Run 1, supply network:
The bar under the picture is 20 µm long. Pins as bars on the die edge. Tap cells in grey.
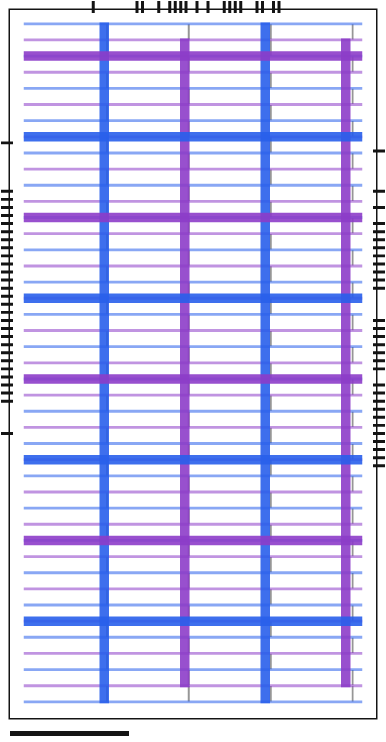
Run 1, cell classes on the final placement:
The bar under the picture is 20 µm long.
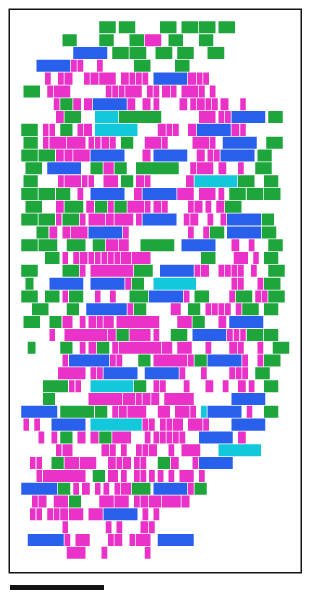
Run 1, clock network drawn from the DEF:
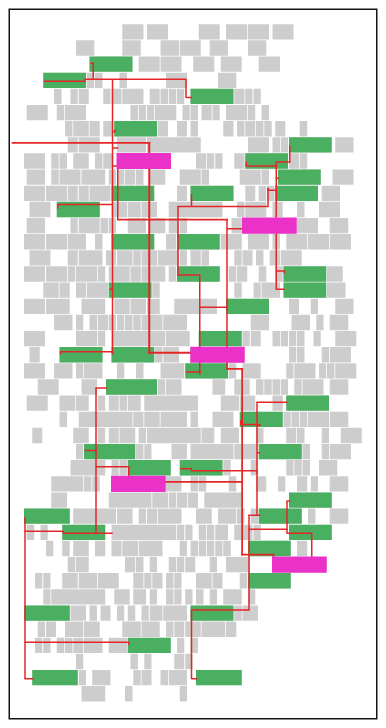
Run 1, wiring by layer:
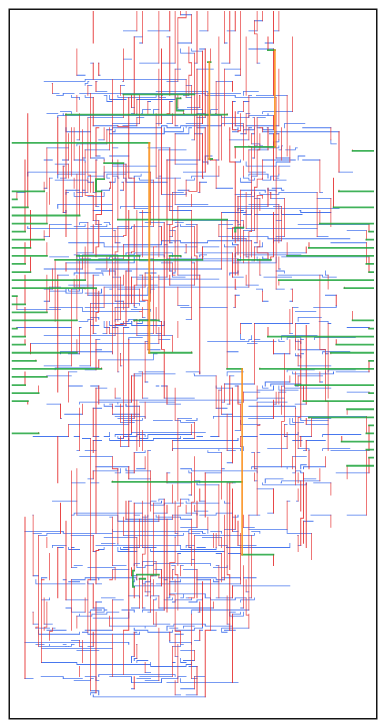
**src/rtl/flash_arb_pkg.sv**
```systemverilog
// rtl/flash_arb_pkg.sv - shared encodings and constants for the flash access arbiter
package flash_arb_pkg;

    typedef enum logic [1:0] {
        IDLE  = 2'd0,
        ISSUE = 2'd1,
        WAIT  = 2'd2,
        RESP  = 2'd3
    } state_t;

    localparam logic       CMD_READ    = 1'b1;
    localparam logic       CMD_WRITE   = 1'b0;
    localparam logic [7:0] RDATA_ERR   = 8'hFF;
    localparam logic [7:0] RDATA_WRITE = 8'h00;

endpackage

```
**src/rtl/flash_access_arbiter_if.sv**
```systemverilog
// rtl/flash_access_arbiter_if.sv - requester and flash-manager signal bundle for the arbiter
interface flash_access_arbiter_if;

    logic       req0;
    logic       req1;
    logic       cmd0;
    logic       cmd1;
    logic [7:0] addr0;
    logic [7:0] addr1;
    logic [7:0] wdata0;
    logic [7:0] wdata1;
    logic       done0;
    logic       done1;
    logic [7:0] rdata;
    logic       err;
    logic       busy;
    logic       fl_trg;
    logic       cmd_rx;
    logic [7:0] addr_rx;
    logic [7:0] data_rx;
    logic       tx_trig;
    logic [7:0] data_tx;

    modport slave (
        input  req0, req1, cmd0, cmd1, addr0, addr1, wdata0, wdata1, tx_trig, data_tx,
        output done0, done1, rdata, err, busy, fl_trg, cmd_rx, addr_rx, data_rx
    );

    modport master (
        output req0, req1, cmd0, cmd1, addr0, addr1, wdata0, wdata1, tx_trig, data_tx,
        input  done0, done1, rdata, err, busy, fl_trg, cmd_rx, addr_rx, data_rx
    );

endinterface

```
**src/rtl/flash_arb_timeout.sv**
```systemverilog
// rtl/flash_arb_timeout.sv - loadable up-counter with clear and terminal-count flag
module flash_arb_timeout #(
    parameter int TIMEOUT_CYCLES = 1024,
    parameter int CNT_W          = 11
) (
    input  logic             clk,
    input  logic             resetn,
    input  logic             clear,
    input  logic             load,
    input  logic [CNT_W-1:0] load_val,
    input  logic             enable,
    output logic             tc
);

    logic [CNT_W-1:0] count;

    assign tc = (count == CNT_W'(TIMEOUT_CYCLES - 1));

    // Saturates at terminal count so a stalled enable cannot wrap into a false restart.
    always_ff @(posedge clk) begin
        if (!resetn) begin
            count <= '0;
        end else if (clear) begin
            count <= '0;
        end else if (load) begin
            count <= load_val;
        end else if (enable && !tc) begin
            count <= count + CNT_W'(1);
        end
    end

endmodule

```
**src/rtl/flash_access_arbiter.sv**
```systemverilog
// rtl/flash_access_arbiter.sv - round-robin arbiter and sequencer in front of the flash manager
module flash_access_arbiter
    import flash_arb_pkg::*;
#(
    parameter int TIMEOUT_CYCLES = 1024,
    parameter int CNT_W          = 11
) (
    input  logic                  CLK_50MHZ,
    input  logic                  RST,
    flash_access_arbiter_if.slave bus
);

    state_t     state;
    state_t     state_nxt;
    logic       owner;
    logic       rr;
    logic       any_req;
    logic       grant_sel;
    logic       gnt_cmd;
    logic [7:0] gnt_addr;
    logic [7:0] gnt_wdata;
    logic       tc;
    logic       cmd_q;
    logic [7:0] addr_q;
    logic [7:0] data_q;
    logic [7:0] rdata_q;
    logic       err_q;

    always_comb begin
        any_req   = bus.req0 | bus.req1;
        grant_sel = (bus.req0 & bus.req1) ? rr : bus.req1;
        gnt_cmd   = grant_sel ? bus.cmd1 : bus.cmd0;
        gnt_addr  = grant_sel ? bus.addr1 : bus.addr0;
        gnt_wdata = grant_sel ? bus.wdata1 : bus.wdata0;

        state_nxt = state;
        case (state)
            IDLE:    if (any_req) state_nxt = ISSUE;
            ISSUE:   state_nxt = WAIT;
            WAIT:    if (bus.tx_trig || tc) state_nxt = RESP;
            RESP:    state_nxt = IDLE;
            default: state_nxt = IDLE;
        endcase
    end

    always_ff @(posedge CLK_50MHZ) begin
        if (!RST) begin
            state   <= IDLE;
            owner   <= 1'b0;
            rr      <= 1'b0;
            cmd_q   <= CMD_WRITE;
            addr_q  <= 8'h00;
            data_q  <= 8'h00;
            rdata_q <= 8'h00;
            err_q   <= 1'b0;
        end else begin
            state <= state_nxt;
            case (state)
                IDLE: begin
                    if (any_req) begin
                        owner  <= grant_sel;
                        cmd_q  <= gnt_cmd;
                        addr_q <= gnt_addr;
                        data_q <= gnt_wdata;
                    end
                end
                WAIT: begin
                    // A completion arriving on the timeout cycle still counts as success.
                    if (bus.tx_trig) begin
                        rdata_q <= (cmd_q == CMD_READ) ? bus.data_tx : RDATA_WRITE;
                        err_q   <= 1'b0;
                    end else if (tc) begin
                        rdata_q <= RDATA_ERR;
                        err_q   <= 1'b1;
                    end
                end
                RESP:    rr <= ~owner;
                default: ;
            endcase
        end
    end

    // ISSUE loads 1 so the terminal count lands TIMEOUT_CYCLES cycles after fl_trg.
    flash_arb_timeout #(
        .TIMEOUT_CYCLES (TIMEOUT_CYCLES),
        .CNT_W          (CNT_W)
    ) u_timeout (
        .clk      (CLK_50MHZ),
        .resetn   (RST),
        .clear    ((state == IDLE) || (state == RESP)),
        .load     (state == ISSUE),
        .load_val (CNT_W'(1)),
        .enable   (state == WAIT),
        .tc       (tc)
    );

    assign bus.fl_trg  = (state == ISSUE);
    assign bus.busy    = (state != IDLE);
    assign bus.done0   = (state == RESP) && !owner;
    assign bus.done1   = (state == RESP) && owner;
    assign bus.cmd_rx  = cmd_q;
    assign bus.addr_rx = addr_q;
    assign bus.data_rx = data_q;
    assign bus.rdata   = rdata_q;
    assign bus.err     = err_q;

endmodule

```
**src/flat_wrapper.sv**
```systemverilog
// flat-port wrapper written by rule: the top's interface ports become plain ports
module flash_access_arbiter_flat import flash_arb_pkg::*;
#(
    parameter int TIMEOUT_CYCLES = 1024,
    parameter int CNT_W          = 11
)
  (CLK_50MHZ, RST, bus_req0, bus_req1, bus_cmd0, bus_cmd1, bus_addr0, bus_addr1, bus_wdata0, bus_wdata1, bus_tx_trig, bus_data_tx, bus_done0, bus_done1, bus_rdata, bus_err, bus_busy, bus_fl_trg, bus_cmd_rx, bus_addr_rx, bus_data_rx);
  flash_access_arbiter_if bus_i ();
  input  logic CLK_50MHZ;
  input  logic RST;
  input wire logic [$bits(bus_i.req0)-1:0] bus_req0;
  input wire logic [$bits(bus_i.req1)-1:0] bus_req1;
  input wire logic [$bits(bus_i.cmd0)-1:0] bus_cmd0;
  input wire logic [$bits(bus_i.cmd1)-1:0] bus_cmd1;
  input wire logic [$bits(bus_i.addr0)-1:0] bus_addr0;
  input wire logic [$bits(bus_i.addr1)-1:0] bus_addr1;
  input wire logic [$bits(bus_i.wdata0)-1:0] bus_wdata0;
  input wire logic [$bits(bus_i.wdata1)-1:0] bus_wdata1;
  input wire logic [$bits(bus_i.tx_trig)-1:0] bus_tx_trig;
  input wire logic [$bits(bus_i.data_tx)-1:0] bus_data_tx;
  output wire logic [$bits(bus_i.done0)-1:0] bus_done0;
  output wire logic [$bits(bus_i.done1)-1:0] bus_done1;
  output wire logic [$bits(bus_i.rdata)-1:0] bus_rdata;
  output wire logic [$bits(bus_i.err)-1:0] bus_err;
  output wire logic [$bits(bus_i.busy)-1:0] bus_busy;
  output wire logic [$bits(bus_i.fl_trg)-1:0] bus_fl_trg;
  output wire logic [$bits(bus_i.cmd_rx)-1:0] bus_cmd_rx;
  output wire logic [$bits(bus_i.addr_rx)-1:0] bus_addr_rx;
  output wire logic [$bits(bus_i.data_rx)-1:0] bus_data_rx;
  assign bus_i.req0 = bus_req0;
  assign bus_i.req1 = bus_req1;
  assign bus_i.cmd0 = bus_cmd0;
  assign bus_i.cmd1 = bus_cmd1;
  assign bus_i.addr0 = bus_addr0;
  assign bus_i.addr1 = bus_addr1;
  assign bus_i.wdata0 = bus_wdata0;
  assign bus_i.wdata1 = bus_wdata1;
  assign bus_i.tx_trig = bus_tx_trig;
  assign bus_i.data_tx = bus_data_tx;
  assign bus_done0 = bus_i.done0;
  assign bus_done1 = bus_i.done1;
  assign bus_rdata = bus_i.rdata;
  assign bus_err = bus_i.err;
  assign bus_busy = bus_i.busy;
  assign bus_fl_trg = bus_i.fl_trg;
  assign bus_cmd_rx = bus_i.cmd_rx;
  assign bus_addr_rx = bus_i.addr_rx;
  assign bus_data_rx = bus_i.data_rx;
  flash_access_arbiter #(.TIMEOUT_CYCLES(TIMEOUT_CYCLES), .CNT_W(CNT_W)) u_core (.CLK_50MHZ(CLK_50MHZ), .RST(RST), .bus(bus_i));
endmodule
```
**config.mk**
```make
export PLATFORM = sky130hd
export DESIGN_NAME = flash_access_arbiter_flat
export DESIGN_NICKNAME = d
export VERILOG_FILES = /design/src/rtl/flash_arb_pkg.sv /design/src/rtl/flash_access_arbiter_if.sv /design/src/rtl/flash_arb_timeout.sv /design/src/rtl/flash_access_arbiter.sv /design/src/flat_wrapper.sv
export SDC_FILE = /design/constraint.sdc
export NUM_CORES = 1
export LEC_CHECK = 0
export ABC_AREA = 1
export CAP_MARGIN = 20
export CORE_ASPECT_RATIO = 2
export CORE_MARGIN = 2
export CORE_UTILIZATION = 35
export CTS_CLUSTER_SIZE = 16
export DETAILED_ROUTE_END_ITERATION = 10
export PLACE_DENSITY = 0.66
export SETUP_SLACK_MARGIN = 0.02
export SYNTH_ARGS = -nofsm -noshare
export SYNTH_HDL_FRONTEND = slang
export SYNTH_HIERARCHICAL = 1
export SYNTH_SLANG_ARGS = --single-unit
```
**constraint.sdc**
```tcl
create_clock -name CLK_50MHZ -period 1.4 [get_ports CLK_50MHZ]
set_input_delay 0.28 -clock CLK_50MHZ [delete_from_list [all_inputs] [get_ports CLK_50MHZ]]
set_output_delay 0.28 -clock CLK_50MHZ [all_outputs]
set_load 0.01 [all_outputs]
```
==> impl_metrics.toml, run 1 <==
# synthesis and place-and-route metrics
[layout]
fillers = 600
clkbuf_count = 7
final_layout_top_logic_cells = "90 x nand2_1, 50 x inv_1, 46 x clkdlybuf4s50_1, 35 x dfxtp_1, 33 x buf_4"
nets = 538
largest_register_ffs = 11

[place]
dpl.cell_count = 558
gp_congestion = 0.7900
hpwl_um = 4486

[logic_synthesis]
flop_cell = "dfxtp_1"
yosys_cells = 360
synthCells = 360
ys_top_cells_by_count = "91 x nand2_1, 57 x inv_1, 44 x nand3_1"
synth.most_common_cell = "nand2_1"

[timing]
maxSlewViolCount = 0
setup_violations = 0
setup_tns_ps = 0

[global_route]
grt_pass1_vias = 2364
grt_max_degree = 20

[critical_path]
crit_arrival_ps = 1570
regToRegStartpoint = "u_core/state[1]"
rr_worst_depth = 9
crit_slowest_cell = "dfxtp_4"
max_stage_delay_ps = 360
cp_max_fo = 8

[power_and_ir_drop]
comb_power_share = 0.545
power_leader = "combinational cells"
switchingPower_mw = 2.683
intPower_mw = 4.251
total_leakage_power_nw = 1.879

[detailed_routing]
detail_route.first_pass.iterations = 6
vias_per_cell = 4.523
drc = 0
vias = 2596

[cts]
cts-hold-fix-buffers = 0
clk_path_buf_depth = 2
ctsResizeCount = 57
cts.clk_slew.worst_paths_ps = 60

[worst_hold_path]
hold-path-endpoint = "u_core/bus.rdata[3]"
worstHoldPathCells = 2

[die]
chipArea_um2 = 7353

[status]
status = "complete, no violations"

[run]
maxCapViolCount = 0
About 'supply network':
- blue: VSS
- purple: VDD
- signal pins: 77
- met5 straps: 8
- met4 straps: 4
Worst VDD drop: 0.001231 V
Core Footprint: 6516 µm²
Die Y: 119.3 µm
DIE WIDTH: 61.65 µm

About 'cell classes on the final placement':
- magenta: combinational and other logic (cells 319)
- cyan: clock drivers and dummy loads (cells 8)
- blue: flops (cells 41)
- green: other buffers and delay cells (cells 118)
final core utilization: 0.6100
flop share of the area: 0.2096
cell row count: 42
fin area: 3975 µm²

About 'clock network drawn from the DEF':
- magenta: clock drivers (count 5)
- green: flip-flops (count 41)
- red: clock wires (length 597 µm)
- routed clock nets: 6
Clock net power: 1.35 mW
clk_lat worst skew: 280 ps
clock skew: 3.434 ps
Clock Power Share: 0.194

About 'wiring by layer':
- green: metal 3 (wire length 523 µm)
- red: metal 2 (wire length 3130 µm)
- orange: metal 4 (wire length 99.3 µm)
- blue: metal 1 (wire length 2850 µm)
overall global routing resource usage: 0.1799
wire per inst: 11.51 µm
Total Wirelength: 6604 µm

[run 1: cells by family (layout without fill, tap and decap cells)]
family,Yosys count,in the layout,share of synthesized area
simple gates,186,187,0.3545
other cells,2,11,0.003229
buf+inv,73,189,0.1339
xor+xnor,4,4,0.01506
fa+ha+maj,6,6,0.03227
compound gates,48,48,0.1081
flops,41,41,0.3529
[run 1: metal layers]
| layer | up-vias | wire length, µm | track usage |
|---|---|---|---|
| met5 | - | 0 | 0 |
| met3 | 9 | 523 | 0.04886 |
| met4 | 0 | 99 | 0.07580 |
| met2 | 97 | 3130 | 0.2750 |
| met1 | 1134 | 2851 | 0.2316 |
| li1 | 1356 | - | - |
[run 1: worst max-delay path, delay by kind of cell, from the launching register on]
kind	cells	cell delay [ps]
simple gates	3	310
fa+ha+maj	1	150
flops	1	360
buf+inv	5	470
==> run 1 -> run 2 <==
Settings changed: CORE_MARGIN 2 to default, PLACE_DENSITY 0.66 to 0.74.
Run 2, wiring by layer:
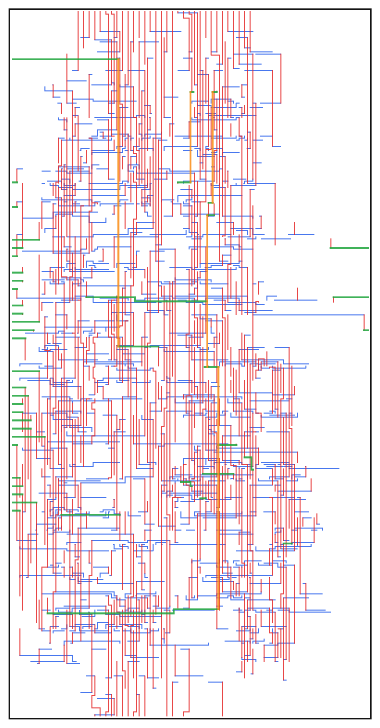
- orange: metal 4 (wire length 146 µm)
- green: metal 3 (wire length 178 µm)
- red: metal 2 (wire length 4300 µm)
- blue: metal 1 (wire length 2350 µm)
DR vias: 2568
overall global routing resource usage: 0.2005
wire per inst: 12.36 µm

Run 2, cell classes on the final placement:
The bar under the picture is 20 µm long.
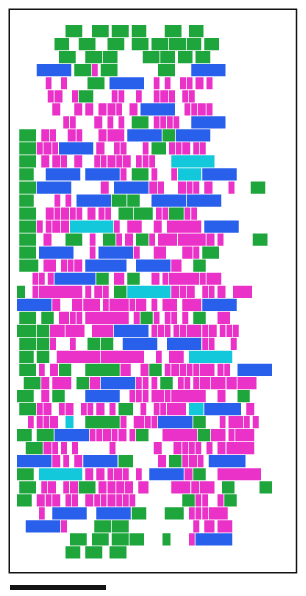
- green: other buffers and delay cells (cells 111)
- blue: flops (cells 41)
- magenta: combinational and other logic (cells 319)
- cyan: clock drivers and dummy loads (cells 8)
final core utilization: 0.5989
Core Footprint: 6361 µm²

Run 2, clock network drawn from the DEF:
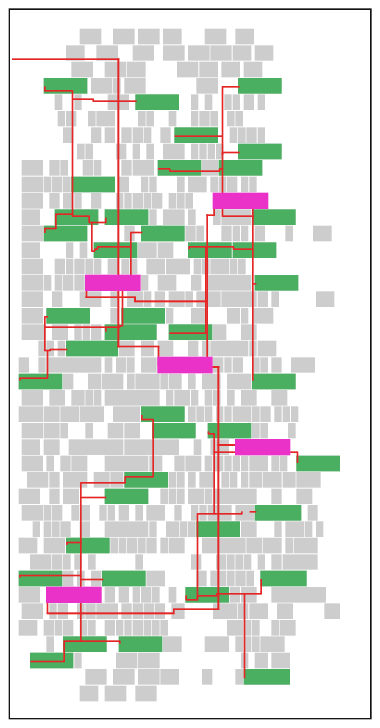
- red: clock wires (length 603 µm)
- magenta: clock drivers (count 5)
- green: flip-flops (count 41)
- routed clock nets: 6
clk_lat worst skew: 290 ps
Clock Power Share: 0.177
clock skew: 3.298 ps
Clock net power: 1.20 mW

==> run 2 against run 1 <==
Compared with the run above:
- die area down 4.9%
- combinational power hardly changed
- critical path depth unchanged
- worst hold slack improved by 4.6 ps
- clock skew barely moved
- routed wire length is 5.7% higher
- non-clock buffer count shrank 7
- via count decreased by 1.1%
- cell count shrank 1.6%
- design area fell by 4.2%
- synthesized cell count did not move
- synthesized area stayed put
- critical path type unchanged
==> impl_metrics.toml, run 2 <==
# synthesis and place-and-route metrics
[status]
status = "complete, no violations"

[critical_path]
crit_arrival_ps = 1560
regToRegStartpoint = "u_core/state[1]"
cp_max_fo = 7

[logic_synthesis]
yosys_cells = 360
ys_sh_xor = 0.01506
synthAoiAreaFrac = 0.1081
ys_sh_mux = 0
flop_cell = "dfxtp_1"

[detailed_routing]
detail_route.first_pass.iterations = 4
totalWireLength_um = 6982
vias_per_cell = 4.545

[power_and_ir_drop]
intPower_mw = 3.983
comb_power_share = 0.554
total_leakage_power_nw = 1.790

[layout]
seq_share = 0.2184
stdcell_area_um2 = 3810
final_layout_top_logic_cells = "90 x nand2_1, 49 x inv_1, 46 x clkdlybuf4s50_1, 42 x nand3_1, 36 x dfxtp_1"
fillers = 604
largest_register_ffs = 11

[cts]
cts-hold-fix-buffers = 0

[die]
die_w_um = 59.65
chipArea_um2 = 6995
rows = 41

[worst_hold_path]
worstHoldPathCells = 2

[run]
maxCapViolCount = 0
==> run 2: timing repair <==
action,in CTS,in global routing
pin swaps,8,18
setup buffers,2,4
endpoints found under the setup margin,61,43
resized,69,45
cloned,1,0
==> run 2: worst max-delay path: stages, from the launching register on <==
cell and delay, ps:
dfxtp_4 360, inv_4 80, ha_4 140, buf_6 150
inv_8 60, buf_4 140, nor2_1 150, nor2_2 80
o21ai_2 60, nor2_1 50
==> run 2: layer usage <==
layer	share of wire	GRT usage
met3	0.025	0.03626
met2	0.62	0.4000
met5	0	0
met4	0.021	0.09457
met1	0.34	0.1826
==> run 2 -> run 3 <==
Settings changed: CAP_MARGIN 20 to default.
Run 3, track usage over the die:
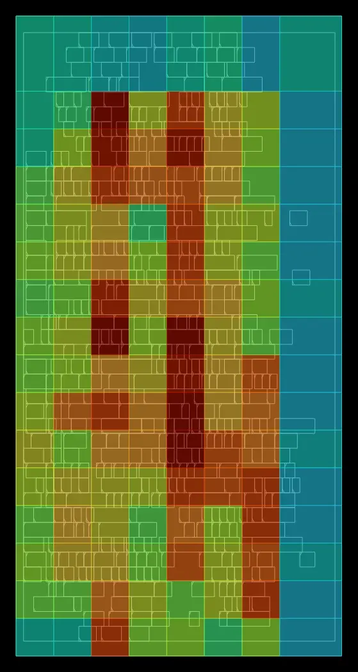
met2 GRT Util: 0.4000
most crowded layer after global routing: met2
met3 usage in global routing: 0.03626
met1 GRT Util: 0.1826

Run 3, wiring by layer:
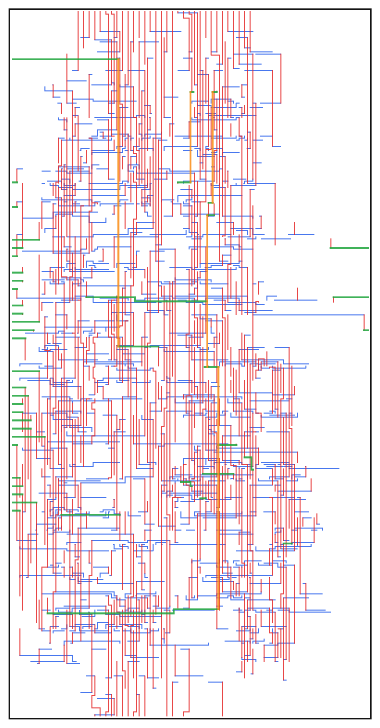
- green: metal 3 (wire length 178 µm)
- orange: metal 4 (wire length 146 µm)
- blue: metal 1 (wire length 2350 µm)
- red: metal 2 (wire length 4300 µm)
Total Wirelength: 6982 µm

Run 3, supply network:
The bar under the picture is 20 µm long. Pins as bars on the die edge. Tap cells in grey.
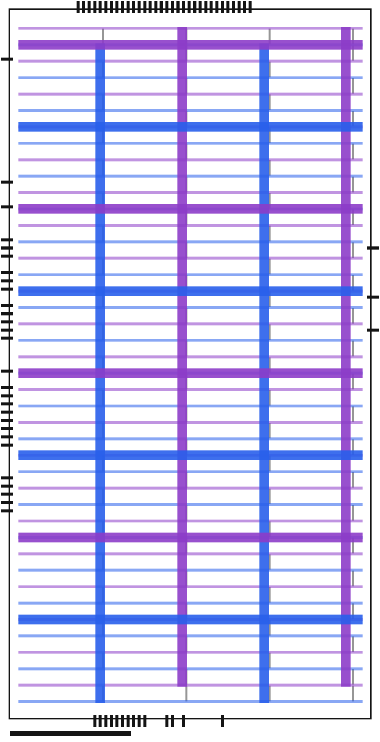
DIE WIDTH: 59.65 µm
Die Y: 117.3 µm
Worst VDD drop: 0.001310 V

==> run 3 against run 2 <==
Compared with the run above:
- count of clock-buffer cells in the layout is the same
- critical path depth is the same
- first-iteration DRC count is the same
- register-to-register slack is essentially flat
- non-clock buffer count is the same
- global-route usage is the same
- sequential cell count is the same
- cell count is the same
- clock power is essentially flat
- die area is the same
- highest routed layer unchanged
- via count is the same
- synthesized cell count is the same
==> impl_metrics.toml, run 3 <==
# synthesis and place-and-route metrics
[status]
status = "complete, no violations"

[critical_path]
cp_top_family = "buffers and inverters"
max_stage_delay_ps = 360
crit_slowest_cell = "dfxtp_4"
cp.depth = 9
crit_chain = "inv_4 -> ha_4 -> buf_6 -> inv_8 -> buf_4 -> nor2_1 -> nor2_2 -> o21ai_2 -> nor2_1"
crit_arrival_ps = 1560
cp_max_fo = 7
rr_worst_depth = 9
regToRegStartpoint = "u_core/state[1]"

[detailed_routing]
detail_route.first_pass.iterations = 4
avgRoutedWirePerCell_um = 12.36
met3_length_um = 177
vias_per_cell = 4.545
drt-met1-wl_um = 2354
drc = 0

[place]
hpwl_um = 5038
dpl.cell_count = 550
gp_congestion = 0.8390

[timing]
finalClockSkew_ps = 3.298
setup_tns_ps = 0
setup_violations = 0

[logic_synthesis]
synthCells = 360
simple_gate_area_frac = 0.3545
ys_sh_mux = 0
flop_cell = "dfxtp_1"
yosys_cells = 360
synthAoiAreaFrac = 0.1081
ys_sh_xor = 0.01506
logic_family = "simple AND/OR/NAND/NOR gates"
synth.most_common_cell = "nand2_1"

[worst_hold_path]
hold-path-endpoint = "u_core/bus.rdata[2]"

[power_and_ir_drop]
pg_clk_mw = 1.20
comb_power_share = 0.554
p_clk_frac = 0.177
intPower_mw = 3.983
power_leader = "combinational cells"
total_leakage_power_nw = 1.790
switchingPower_mw = 2.810

[die]
rows = 41
core_area_um2 = 6361

[run]
maxCapViolCount = 0

[cts]
cts_setup_buffers = 2
cts-hold-fix-buffers = 0
cts.clk_slew.worst_paths_ps = 60

[global_route]
grt_max_degree = 20

[layout]
fillers = 604
seq_share = 0.2184
largest_register_ffs = 11
-- run 3: cell counts in the layout (fill, tap and decap cells not counted) --
Identical to the previous run, type by type.
-- run 3: how the worst max path moves through the flow --
| stage | from | slack (ps) | to |
|---|---|---|---|
| 4_1_cts | u_core/state[0] | 10 | bus_done0 |
| 3_3_place_gp | u_core/state[0] | -100 | bus_busy |
| 5_1_grt | u_core/u_timeout/count[1] | -40 | u_core/u_timeout/count[5] |
| 3_5_place_dp | u_core/state[0] | -140 | bus_busy |
| 2_1_floorplan | u_core/state[0] | 50 | u_core/u_timeout/count[6] |
| 6_report | u_core/state[1] | 30 | u_core/u_timeout/count[6] |
Power is estimated from default activity; no workload was simulated.
